==> config.mk <==
export PLATFORM = sky130hd
export DESIGN_NAME = logic_fu_pipe_flat
export DESIGN_NICKNAME = d
export VERILOG_FILES = /design/src/rtl/logic_pkg.sv /design/src/rtl/logic_fu_pipe_if.sv /design/src/rtl/logic_core.sv /design/src/rtl/logic_fu_pipe.sv /design/src/flat_wrapper.sv
export SDC_FILE = /design/constraint.sdc
export NUM_CORES = 1
export LEC_CHECK = 0
export CORE_MARGIN = 3
export CORE_UTILIZATION = 55
export DETAILED_ROUTE_END_ITERATION = 8
export PLACE_DENSITY_LB_ADDON = 0.05
export SLEW_MARGIN = 20
export SYNTH_ARGS = -nofsm -noshare
export SYNTH_HDL_FRONTEND = slang
export SYNTH_SLANG_ARGS = --single-unit
==> constraint.sdc <==
create_clock -name clk -period 8.2 [get_ports clk]
set_input_delay 1.64 -clock clk [delete_from_list [all_inputs] [get_ports clk]]
set_output_delay 1.64 -clock clk [all_outputs]
set_load 0.02 [all_outputs]
run_1/pdn.png
The bar under the picture is 50 um long. Pins as bars on the die edge.
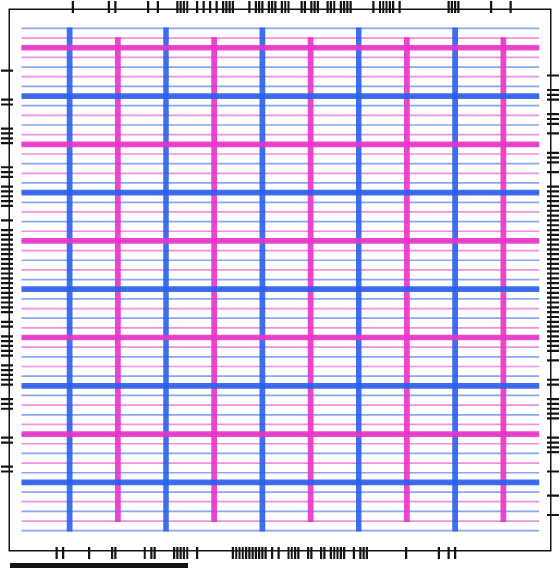
legend:
  VDD:
    color: magenta
  VSS:
    color: blue
rows: 52
met1 rails: 53
met5 straps: 10
met4 straps: 10
signal pins: 215
CORE AREA: 0.0206 mm2
Worst IR Drop VDD: 91.1 uV

run_1/cell_classes.png
The bar under the picture is 50 um long.
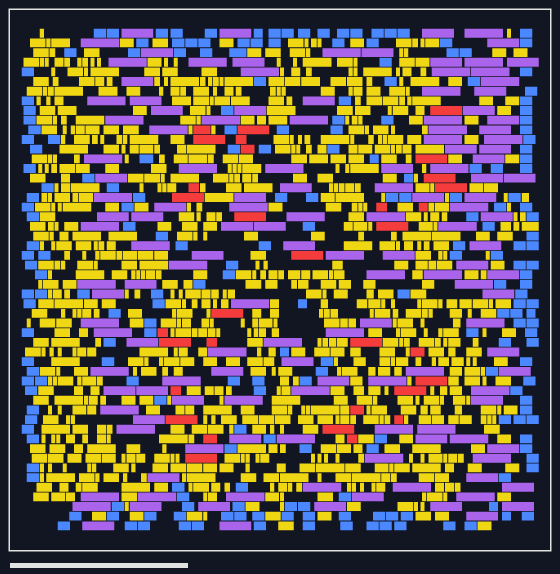
legend:
  all other logic:
    color: yellow
    cells: 867
  other buffers and delay cells:
    color: blue
    cells: 219
  clock drivers and dummy loads:
    color: red
    cells: 32
  flip-flops:
    color: purple
    cells: 140
floorplan row count: 52
share of the core filled with cells in the final layout: 70.1%
area of all placed cells without fillers: 0.0145 mm2

run_1/clock_map.png
The bar under the picture is 50 um long.
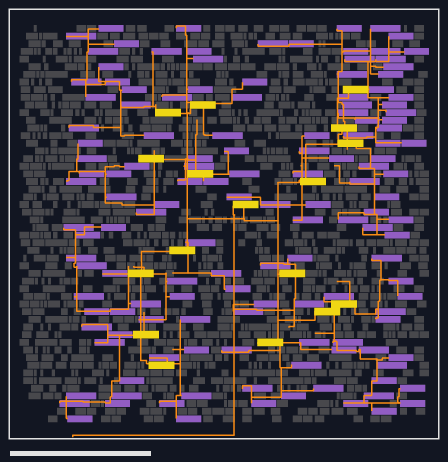
legend:
  clock wires:
    color: orange
    length: 2000 um
  cells driving clock nets:
    color: yellow
    count: 17
  flip-flops:
    color: purple
    count: 140
flops lie: spread over the die
routed clock nets: 18
clock latency at the later pin of the worst-skew pair: 430 ps
largest clock skew in the final design: 11.3 ps
portion of total power attributed to the clock network: 32.9%
clk pwr: 764 uW

run_1/metal_stack.png
Two of the layers only.
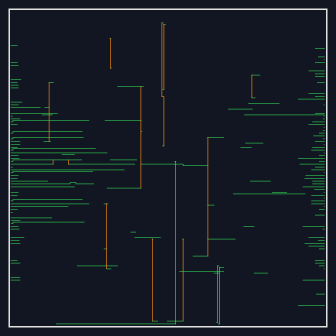
legend:
  met4:
    color: orange
    wire_length: 498 um
  met3:
    color: green
    wire_length: 1490 um
drt total wl: 25100 um
post-DR wirelength/cell: 16.4 um

==> impl_table.tex, run 1 <==
% Implementation results table
\begin{tabular}{lr}
\hline
Metric & Value \\
\hline
\multicolumn{2}{l}{\textbf{Yosys}} \\
Synth unique cells & 38 \\
Area reported by Yosys stat & between 0.01 and 0.015 mm2 \\
Most common library cells after synthesis & sky130\_fd\_sc\_hd\_\_ha\_1, sky130\_fd\_sc\_hd\_\_inv\_1, sky130\_fd\_sc\_hd\_\_mux2\_2 \\
Post-synthesis register bit count & roughly 140 \\
\multicolumn{2}{l}{\textbf{Cells and area}} \\
Flops & 140 \\
\multicolumn{2}{l}{\textbf{Clock network}} \\
Clk Tree Root Cell & sky130\_fd\_sc\_hd\_\_clkbuf\_16 \\
Number of setup buffers added after CTS & 0 \\
\multicolumn{2}{l}{\textbf{Placed design}} \\
Count of buffers inserted at the top-level ports & between 200 and 250 \\
\multicolumn{2}{l}{\textbf{Global route}} \\
Global routing usage on met3 & about 5.6\% \\
\multicolumn{2}{l}{\textbf{Worst setup path}} \\
Largest stage delay on the critical path & approximately 630 ps \\
Register-to-Register Path Depth & 3 \\
Worst setup slack for register-to-register paths & about 6100 ps \\
Nature of the critical path endpoint & output pin \\
Data required time at the worst endpoint & around 6600 ps \\
Start-to-end type of the worst setup path & in2out \\
Critical-path top delay cell & sky130\_fd\_sc\_hd\_\_clkdlybuf4s50\_1 \\
Buffering stage count on the worst path with inverters included & 2 \\
Setup crit start kind & primary input \\
\multicolumn{2}{l}{\textbf{Routing}} \\
Met3 routed wirelength & around 1500 um \\
M1 wire length & approximately 11000 um \\
\multicolumn{2}{l}{\textbf{STA}} \\
Unrepaired setup endpoints after global routing & false \\
Count of endpoints failing setup in the final report & 0 \\
Final Hold Violation Tally & 0 \\
Final setup margin & $\sim$3600 ps \\
Final TNS setup & 0 ps \\
\multicolumn{2}{l}{\textbf{Run status}} \\
Outcome & finished, final reports clean \\
\multicolumn{2}{l}{\textbf{Pwr}} \\
Cell internal power dissipation & between 1.5 and 2 mW \\
Leakage power & $\sim$6.4 nW \\
\hline
\end{tabular}
==> run 2, diff against run 1 <==
- CORE_UTILIZATION: 55 -> 54
- clock period: 8.2 -> 4.3 ns (I/O delays scaled with it)
==> impl_table.tex, run 2 <==
% Implementation results table
\begin{tabular}{lr}
\hline
Metric & Value \\
\hline
\multicolumn{2}{l}{\textbf{Run status}} \\
Outcome & finished, final reports clean (unchanged) \\
\multicolumn{2}{l}{\textbf{STA}} \\
Fin. max-slew vios & 0 (unchanged) \\
Largest clock skew in the final design & 8.42 ps (was 11.3 ps) \\
Count of endpoints failing setup in the final report & 0 (unchanged) \\
Final TNS setup & 0 ps (unchanged) \\
Final setup margin & 1210 ps (was 3560 ps) \\
Final Hold Violation Tally & 0 (unchanged) \\
Unrepaired setup endpoints after global routing & false (unchanged) \\
\multicolumn{2}{l}{\textbf{Yosys}} \\
Post-synthesis register bit count & 140 (unchanged) \\
Fraction of the mapped netlist area in simple logic gates & 4.30\% (unchanged) \\
Most common library cells after synthesis & sky130\_fd\_sc\_hd\_\_ha\_1, sky130\_fd\_sc\_hd\_\_inv\_1, sky130\_fd\_sc\_hd\_\_mux2\_2 (unchanged) \\
Area reported by Yosys stat & 0.0117 mm2 (unchanged) \\
\multicolumn{2}{l}{\textbf{Pwr}} \\
Portion of total power attributed to the clock network & 33.6\% (was 32.9\%) \\
Clk pwr & 1.51 mW (was 764 uW) \\
Cell internal power dissipation & 3.16 mW (was 1.62 mW) \\
\multicolumn{2}{l}{\textbf{Worst setup path}} \\
Register-to-Register Path Depth & 4 (was 3) \\
Setup crit start kind & primary input (unchanged) \\
Worst setup slack for register-to-register paths & 2280 ps (was 6070 ps) \\
Critical-path top delay cell & sky130\_fd\_sc\_hd\_\_clkdlybuf4s50\_1 (unchanged) \\
Nature of the critical path endpoint & output pin (unchanged) \\
Start-to-end type of the worst setup path & in2out (unchanged) \\
\multicolumn{2}{l}{\textbf{Clock network}} \\
Clock latency at the later pin of the worst-skew pair & 430 ps (about the same) \\
Number of setup buffers added after CTS & 0 (unchanged) \\
\multicolumn{2}{l}{\textbf{Routing}} \\
M1 wire length & 11000 um (was 11100 um) \\
Met3 routed wirelength & 1230 um (was 1490 um) \\
DRT iter0 DRCs & 319 (was 414) \\
Remaining routing DRC violations & 0 (unchanged) \\
\multicolumn{2}{l}{\textbf{Worst hold path}} \\
Cell depth of the worst min-delay path & 1 (unchanged) \\
\multicolumn{2}{l}{\textbf{Placed design}} \\
Count of buffers inserted at the top-level ports & 213 (unchanged) \\
\multicolumn{2}{l}{\textbf{Global route}} \\
Antenna violations before repair & 1 (was 2) \\
Global routing usage on met3 & 4.73\% (was 5.60\%) \\
\multicolumn{2}{l}{\textbf{Cells and area}} \\
Flops & 140 (unchanged) \\
\hline
\end{tabular}
run_2/cell_classes.png
The bar under the picture is 50 um long.
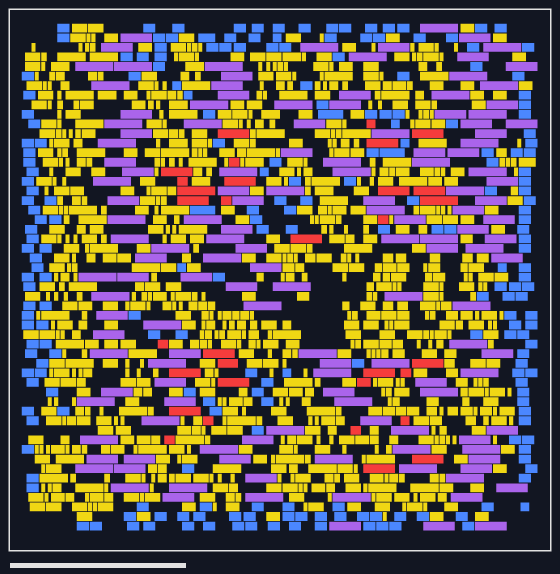
legend:
  clock drivers and dummy loads:
    color: red
    cells: 32
  flip-flops:
    color: purple
    cells: 140
  other buffers and delay cells:
    color: blue
    cells: 223
  all other logic:
    color: yellow
    cells: 867
share of the core filled with cells in the final layout: 68.8%
floorplan row count: 53
CORE AREA: 0.0212 mm2
area of all placed cells without fillers: 0.0146 mm2
flop share of the area: 26.4%

run_2/metal_stack.png
Two of the layers only.
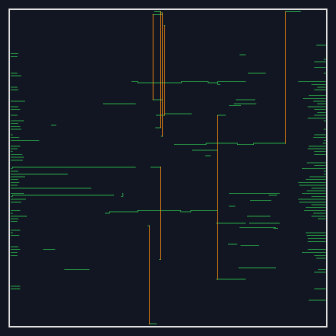
overall track demand over capacity in global routing: 22.1%
via count of the routed design: 8454
post-DR wirelength/cell: 16.6 um

run_2/pdn.png
The bar under the picture is 50 um long. Pins as bars on the die edge.
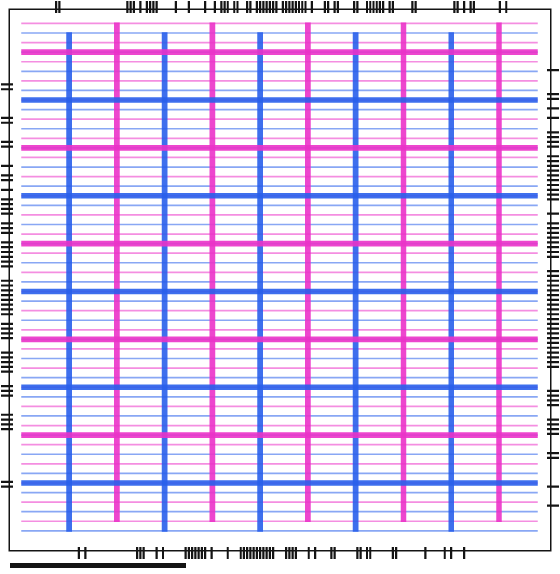
Worst IR Drop VDD: 259 uV
width of the chip: 153 um
vertical die dimension: 153 um

Power and IR drop assume default switching activity.
